--- src/rtl/mac_tx_pkg.sv ---
// Shared types, encodings and defaults for the half-duplex MAC transmit retry controller.
package mac_tx_pkg;

    localparam int unsigned IPG_CYCLES_DEF   = 12;
    localparam int unsigned JAM_CYCLES_DEF   = 4;
    localparam int unsigned SLOT_CYCLES_DEF  = 64;
    localparam int unsigned MAX_ATTEMPTS_DEF = 16;
    localparam int unsigned BO_EXP_CAP       = 9;

    localparam int unsigned ATT_W = 5;
    localparam int unsigned EXP_W = 4;

    typedef enum logic [2:0] {
        ST_IDLE,
        ST_DEFER,
        ST_TX,
        ST_JAM,
        ST_BO_START,
        ST_BO_WAIT,
        ST_ACK,
        ST_ABORT
    } tx_state_e;

    typedef enum logic [1:0] {
        ABORT_NONE   = 2'b00,
        ABORT_EXCESS = 2'b01,
        ABORT_LATE   = 2'b10
    } abort_reason_e;

    // Backoff exponent for the generator: attempts so far, capped.
    function automatic logic [EXP_W-1:0] bo_exponent(input logic [ATT_W-1:0] attempts);
        if (attempts > ATT_W'(BO_EXP_CAP)) begin
            return EXP_W'(BO_EXP_CAP);
        end
        return attempts[EXP_W-1:0];
    endfunction

endpackage

--- src/rtl/tx_defer_timer.sv ---
// Inter-packet-gap timer: counts carrier-free clocks while enabled, flags the gap on the last one.
module tx_defer_timer
    import mac_tx_pkg::*;
#(
    parameter int unsigned IPG_CYCLES = IPG_CYCLES_DEF
) (
    input  logic clock,
    input  logic reset,
    input  logic enable,
    input  logic carrier_sense,
    output logic gap_met
);

    localparam int unsigned CNT_W = $clog2(IPG_CYCLES + 1);

    logic [CNT_W-1:0] ipg_cnt_q;

    // Combinational so the start decision sees carrier on the same cycle.
    assign gap_met = enable && !carrier_sense && (ipg_cnt_q == CNT_W'(IPG_CYCLES - 1));

    always_ff @(posedge clock) begin
        if (reset || !enable || carrier_sense) begin
            ipg_cnt_q <= '0;
        end else if (!gap_met) begin
            ipg_cnt_q <= ipg_cnt_q + CNT_W'(1);
        end
    end

endmodule

--- src/rtl/tx_retry_ctrl.sv ---
// CSMA/CD transmit sequencer: defer, transmit, jam, backoff, ack or abort.
// Optional statistics counters are built when TX_STATS_EN is defined.
module tx_retry_ctrl
    import mac_tx_pkg::*;
#(
    parameter int unsigned MAX_ATTEMPTS = MAX_ATTEMPTS_DEF,
    parameter int unsigned IPG_CYCLES   = IPG_CYCLES_DEF,
    parameter int unsigned JAM_CYCLES   = JAM_CYCLES_DEF,
    parameter int unsigned SLOT_CYCLES  = SLOT_CYCLES_DEF
) (
    input  logic             clock,
    input  logic             reset,
    input  logic             tx_req,
    input  logic             carrier_sense,
    input  logic             collision,
    input  logic             tx_done,
    output logic             tx_start,
    output logic             tx_stop,
    output logic             jam_en,
    output logic             backoff_init,
    output logic [EXP_W-1:0] retry_count,
    input  logic             backoff_done,
    output logic             tx_ack,
    output logic             tx_abort,
`ifdef TX_STATS_EN
    output logic [15:0]      col_total,
    output logic [15:0]      excess_cnt,
    output logic [15:0]      late_cnt,
`endif
    output logic [1:0]       abort_reason
);

    localparam int unsigned SLOT_W = $clog2(SLOT_CYCLES + 1);
    localparam int unsigned JAM_W  = $clog2(JAM_CYCLES + 1);

    tx_state_e          state_q;
    logic [ATT_W-1:0]   attempts_q;
    logic [SLOT_W-1:0]  slot_cnt_q;
    logic [JAM_W-1:0]   jam_cnt_q;
    logic               late_q;
    logic               gap_met;
    logic [ATT_W-1:0]   attempts_d;

    assign attempts_d = attempts_q + ATT_W'(1);

    tx_defer_timer #(
        .IPG_CYCLES (IPG_CYCLES)
    ) u_defer (
        .clock         (clock),
        .reset         (reset),
        .enable        (state_q == ST_DEFER),
        .carrier_sense (carrier_sense),
        .gap_met       (gap_met)
    );

    always_ff @(posedge clock) begin
        if (reset) begin
            state_q      <= ST_IDLE;
            attempts_q   <= '0;
            slot_cnt_q   <= '0;
            jam_cnt_q    <= '0;
            late_q       <= 1'b0;
            tx_start     <= 1'b0;
            tx_stop      <= 1'b0;
            jam_en       <= 1'b0;
            backoff_init <= 1'b0;
            retry_count  <= '0;
            tx_ack       <= 1'b0;
            tx_abort     <= 1'b0;
            abort_reason <= ABORT_NONE;
        end else begin
            // Pulse outputs default low; each state raises what it needs for one cycle.
            tx_start     <= 1'b0;
            tx_stop      <= 1'b0;
            backoff_init <= 1'b0;
            tx_ack       <= 1'b0;
            tx_abort     <= 1'b0;
            abort_reason <= ABORT_NONE;

            case (state_q)
                ST_IDLE: begin
                    if (tx_req) begin
                        attempts_q <= '0;
                        state_q    <= ST_DEFER;
                    end
                end

                ST_DEFER: begin
                    if (gap_met) begin
                        tx_start   <= 1'b1;
                        slot_cnt_q <= '0;
                        state_q    <= ST_TX;
                    end
                end

                ST_TX: begin
                    if (slot_cnt_q < SLOT_W'(SLOT_CYCLES)) begin
                        slot_cnt_q <= slot_cnt_q + SLOT_W'(1);
                    end
                    if (collision) begin
                        tx_stop   <= 1'b1;
                        jam_en    <= 1'b1;
                        jam_cnt_q <= '0;
                        late_q    <= (slot_cnt_q >= SLOT_W'(SLOT_CYCLES));
                        state_q   <= ST_JAM;
                    end else if (tx_done) begin
                        tx_ack  <= 1'b1;
                        state_q <= ST_ACK;
                    end
                end

                ST_JAM: begin
                    if (jam_cnt_q == JAM_W'(JAM_CYCLES - 1)) begin
                        jam_en      <= 1'b0;
                        attempts_q  <= attempts_d;
                        retry_count <= bo_exponent(attempts_q);
                        if (late_q) begin
                            tx_abort     <= 1'b1;
                            abort_reason <= ABORT_LATE;
                            state_q      <= ST_ABORT;
                        end else if (attempts_d == ATT_W'(MAX_ATTEMPTS)) begin
                            tx_abort     <= 1'b1;
                            abort_reason <= ABORT_EXCESS;
                            state_q      <= ST_ABORT;
                        end else begin
                            backoff_init <= 1'b1;
                            state_q      <= ST_BO_START;
                        end
                    end else begin
                        jam_cnt_q <= jam_cnt_q + JAM_W'(1);
                    end
                end

                ST_BO_START: state_q <= ST_BO_WAIT;

                ST_BO_WAIT: begin
                    if (backoff_done) begin
                        state_q <= ST_DEFER;
                    end
                end

                ST_ACK: begin
                    attempts_q <= '0;
                    state_q    <= ST_IDLE;
                end

                ST_ABORT: state_q <= ST_IDLE;

                default: state_q <= ST_IDLE;
            endcase
        end
    end

`ifdef TX_STATS_EN
    // Saturating event counters, cleared only by reset.
    always_ff @(posedge clock) begin
        if (reset) begin
            col_total  <= '0;
            excess_cnt <= '0;
            late_cnt   <= '0;
        end else begin
            if (state_q == ST_TX && collision && col_total != 16'hFFFF) begin
                col_total <= col_total + 16'd1;
            end
            if (state_q == ST_ABORT && abort_reason == ABORT_EXCESS && excess_cnt != 16'hFFFF) begin
                excess_cnt <= excess_cnt + 16'd1;
            end
            if (state_q == ST_ABORT && abort_reason == ABORT_LATE && late_cnt != 16'hFFFF) begin
                late_cnt <= late_cnt + 16'd1;
            end
        end
    end
`endif

endmodule

--- config.mk ---
export PLATFORM = sky130hd
export DESIGN_NAME = tx_retry_ctrl
export DESIGN_NICKNAME = d
export VERILOG_FILES = /design/src/rtl/mac_tx_pkg.sv /design/src/rtl/tx_defer_timer.sv /design/src/rtl/tx_retry_ctrl.sv
export SDC_FILE = /design/constraint.sdc
export NUM_CORES = 1
export LEC_CHECK = 0
export ABC_CLOCK_PERIOD_IN_PS = 1700
export CORE_ASPECT_RATIO = 1.5
export CORE_MARGIN = 4
export CORE_UTILIZATION = 50
export CTS_CLUSTER_DIAMETER = 200
export DETAILED_ROUTE_END_ITERATION = 6
export PLACE_DENSITY_LB_ADDON = 0.2
export SLEW_MARGIN = 5
export SYNTH_ARGS = -nofsm -noshare
export SYNTH_HDL_FRONTEND = slang
export SYNTH_HIERARCHICAL = 1
export SYNTH_SLANG_ARGS = --single-unit
--- constraint.sdc ---
create_clock -name clock -period 1.7 [get_ports clock]
set_input_delay 0.34 -clock clock [delete_from_list [all_inputs] [get_ports clock]]
set_output_delay 0.34 -clock clock [all_outputs]
set_load 0.02 [all_outputs]
Fig. 1: placement view
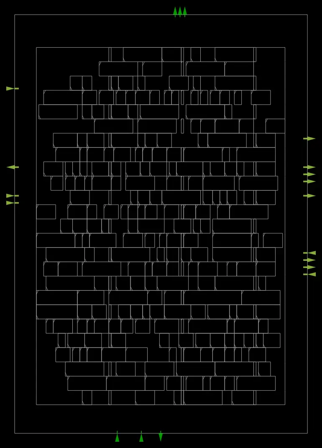
# rows: 25
Filler Cells Inserted: 233
Finished Layout Cells: 290
Core Area: 3220 um2

Fig. 2: sizing map
Drawn at 4 px/um.
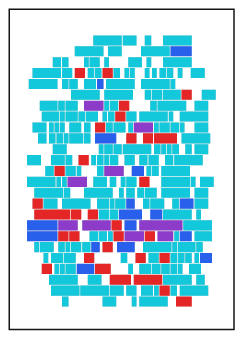
Red is _3 and _4 cells, cells 31, most used buf_4. Blue is _2 cells, cells 16, most used a21oi_2. Purple is _6 and larger, cells 9, most used clkbuf_8. Cyan is _0 and _1 cells, cells 194, most used dfxtp_1.

Fig. 3: M1 wires
Drawn at 8 px/um. Supply wires on this layer in gray.
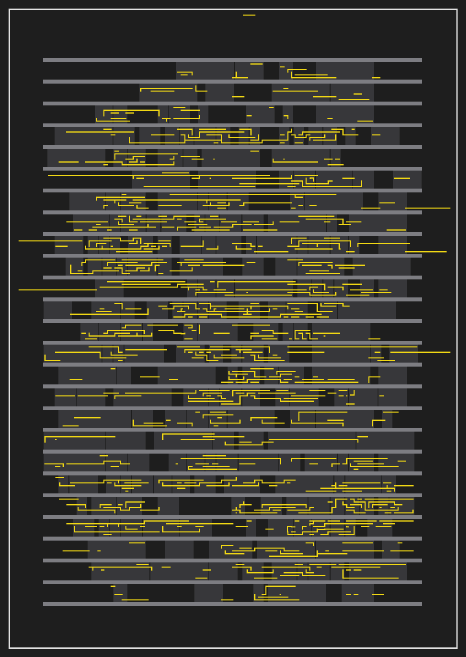
The layer carries 1,690 um of wire. 241 nets have wire on it. The wires run mostly horizontal.

==> results.txt <==
flow finished, numbers: Clock Skew 0.00634 ns, largest net degree at the start of global routing 17, Layout Nets 263, Die Size 4450 um2, cell type with the largest total area dfxtp_1, Flops after synth 35, DR vias/cell 5.75, max reg flops 7, share of synthesized registers carrying an async set or reset 0%, Hold-fix buffers, CTS 0, Synth Flop Type dfxtp_1, Worst setup SP type flop, count of final setup violators 7, DIE WIDTH 55.8 um, GPL Wtd Cong 0.869, failing checks negative setup slack, port bufs 18, Tot GR Track Use 19.1%, status finished, violations left, Ports 19, htree depth 2, P&R area growth vs syn 36.4%, total CTS buffers 5, post-synthesis cell count 207, Hold Path Class flop to flop, Area leader share 40.9%, Crit. End Element flop, Worst EP arrival 2.00 ns, clock sinks 35, fmax 555 MHz, CTS tree done, first-pass GRT wire length 6830 um, Log Warnings 31, final worst setup slack -0.101 ns, max-slew violations 0, Reg clk slew, reported paths 0.07 ns, Placed Cells 274, Most flops, register slot_cnt_q, Vias 1,668, number of enable flip-flop cells 0
Fig. 4: local utilization
Drawn at 4 px/um. 6 x 8 tiles, from dark blue (low) to red (high), 0 to 100% covered.
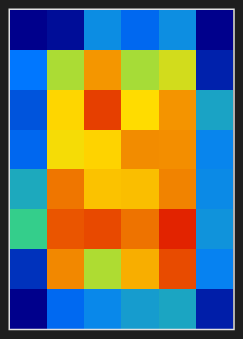
6.2% of the tiles are nearly empty. The emptiest ninth of the die: upper left. The densest ninth of the die: center. The fullest tile reaches 96%. The mean over all tiles is 51%.
final core utilization: 72.5%
floorplan utilization: 53.2%

Fig. 5: wires at chosen ports, followed through buffers
Drawn at 4 px/um.
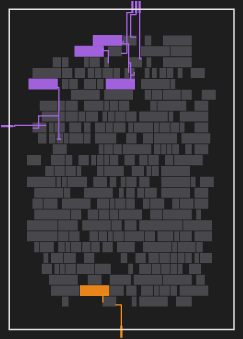
Purple is retry_count, bits 4, direction output, end cells 4, buffers 4, wire 89.5 um. Orange is tx_start, bits 1, direction output, end cells 1, buffers 1, wire 10.4 um.

power breakdown:
part           internal [W]  switching (W)
combinational     0.0000446      0.0000449
clock              0.000474       0.000282
sequential         0.000823     0.00000280
per-layer routing:
layer	up-vias	global-route usage [%]	routed length [um]
met4	0	6.57	87
met3	10	3.40	189
met1	787	20.1	1680
met2	54	37.4	2250
li1	817	-	-
met5	-	0	0
cell families after synthesis:
logic type | count (synthesis) | share of synthesized area (%)
and+or+nand+nor | 88 | 27.8
xor gates and xnor gates | 3 | 1.53
DFF | 35 | 40.9
adders and majority gates | 7 | 5.11
muxes | 3 | 1.83
AOI/OAI and AO/OA | 51 | 18.3
buffers and inverters | 20 | 4.53
stage by stage:
| step | power, W | cell area, um2 | TNS (ns) | setup WS (ns) | hold slack [ns] |
|---|---|---|---|---|---|
| after detailed placement | 0.000926 | 2080 | -1.47 | -0.244 | 0.448 |
| after global placement | 0.000926 | 2080 | -0.767 | -0.133 | 0.440 |
| after floorplan | 0.000880 | 1760 | 0 | 0.0145 | 0.450 |
| after global routing | 0.00173 | 2340 | -1.40 | -0.227 | 0.491 |
| after CTS | 0.00168 | 2250 | -0.0874 | -0.0293 | 0.458 |
| final | 0.00167 | 2340 | -0.440 | -0.101 | 0.456 |
critical path, stage by stage (launching register included):
cell and delay, ns:
dfxtp_2 0.35, ha_4 0.14, nand3b_1 0.10, nor3b_2 0.26, nand3b_1 0.16, buf_4 0.17, buf_6 0.11, a21oi_4 0.16
nand3_1 0.11, a21oi_1 0.17
worst paths after layout:
| check | to | cells past startpoint | startpoint |
|---|---|---|---|
| hold reg to reg | retry_count[1] | 2 | retry_count[1] |
| setup / recovery | slot_cnt_q[0] | 9 | u_defer/ipg_cnt_q[1] |
| setup reg to reg | slot_cnt_q[0] | 9 | u_defer/ipg_cnt_q[1] |
| hold / removal | retry_count[1] | 2 | retry_count[1] |
area by class of cell:
| type | instances | area, um2 |
|---|---|---|
| Clock buffer | 6 | 82.6 |
| Fill cell | 233 | 886 |
| Inverter | 10 | 37.5 |
| Multi-Input combinational cell | 152 | 1030 |
| Timing Repair Buffer | 45 | 399 |
| Tap cell | 40 | 50.0 |
| Sequential cell | 35 | 703 |
| Clock inverter | 2 | 35.0 |
timing repair:
action	4_1_cts	5_1_grt
gates resized	6	12
buffers inserted	5	4
pin swaps	4	11
endpoints found under the setup margin	7	10
synth_stat cells, types with 2 or more instances:
library cell  instances
a211oi_1              4
a21oi_1              18
a31oi_1               3
a41oi_1               2
and2_1                4
and4_1                2
buf_2                 2
clkbuf_1              8
dfxtp_1              35
ha_1                  7
inv_1                10
mux2i_1               2
nand2_1              16
nand2b_1              2
nand3_1               9
nand3b_1              3
nor2_1               22
nor2b_1               3
nor3_1                5
nor3b_1               6
o21ai_0              13
o2bb2ai_1             2
or3_1                 6
xnor2_1               2
Power is estimated from default activity; no workload was simulated.
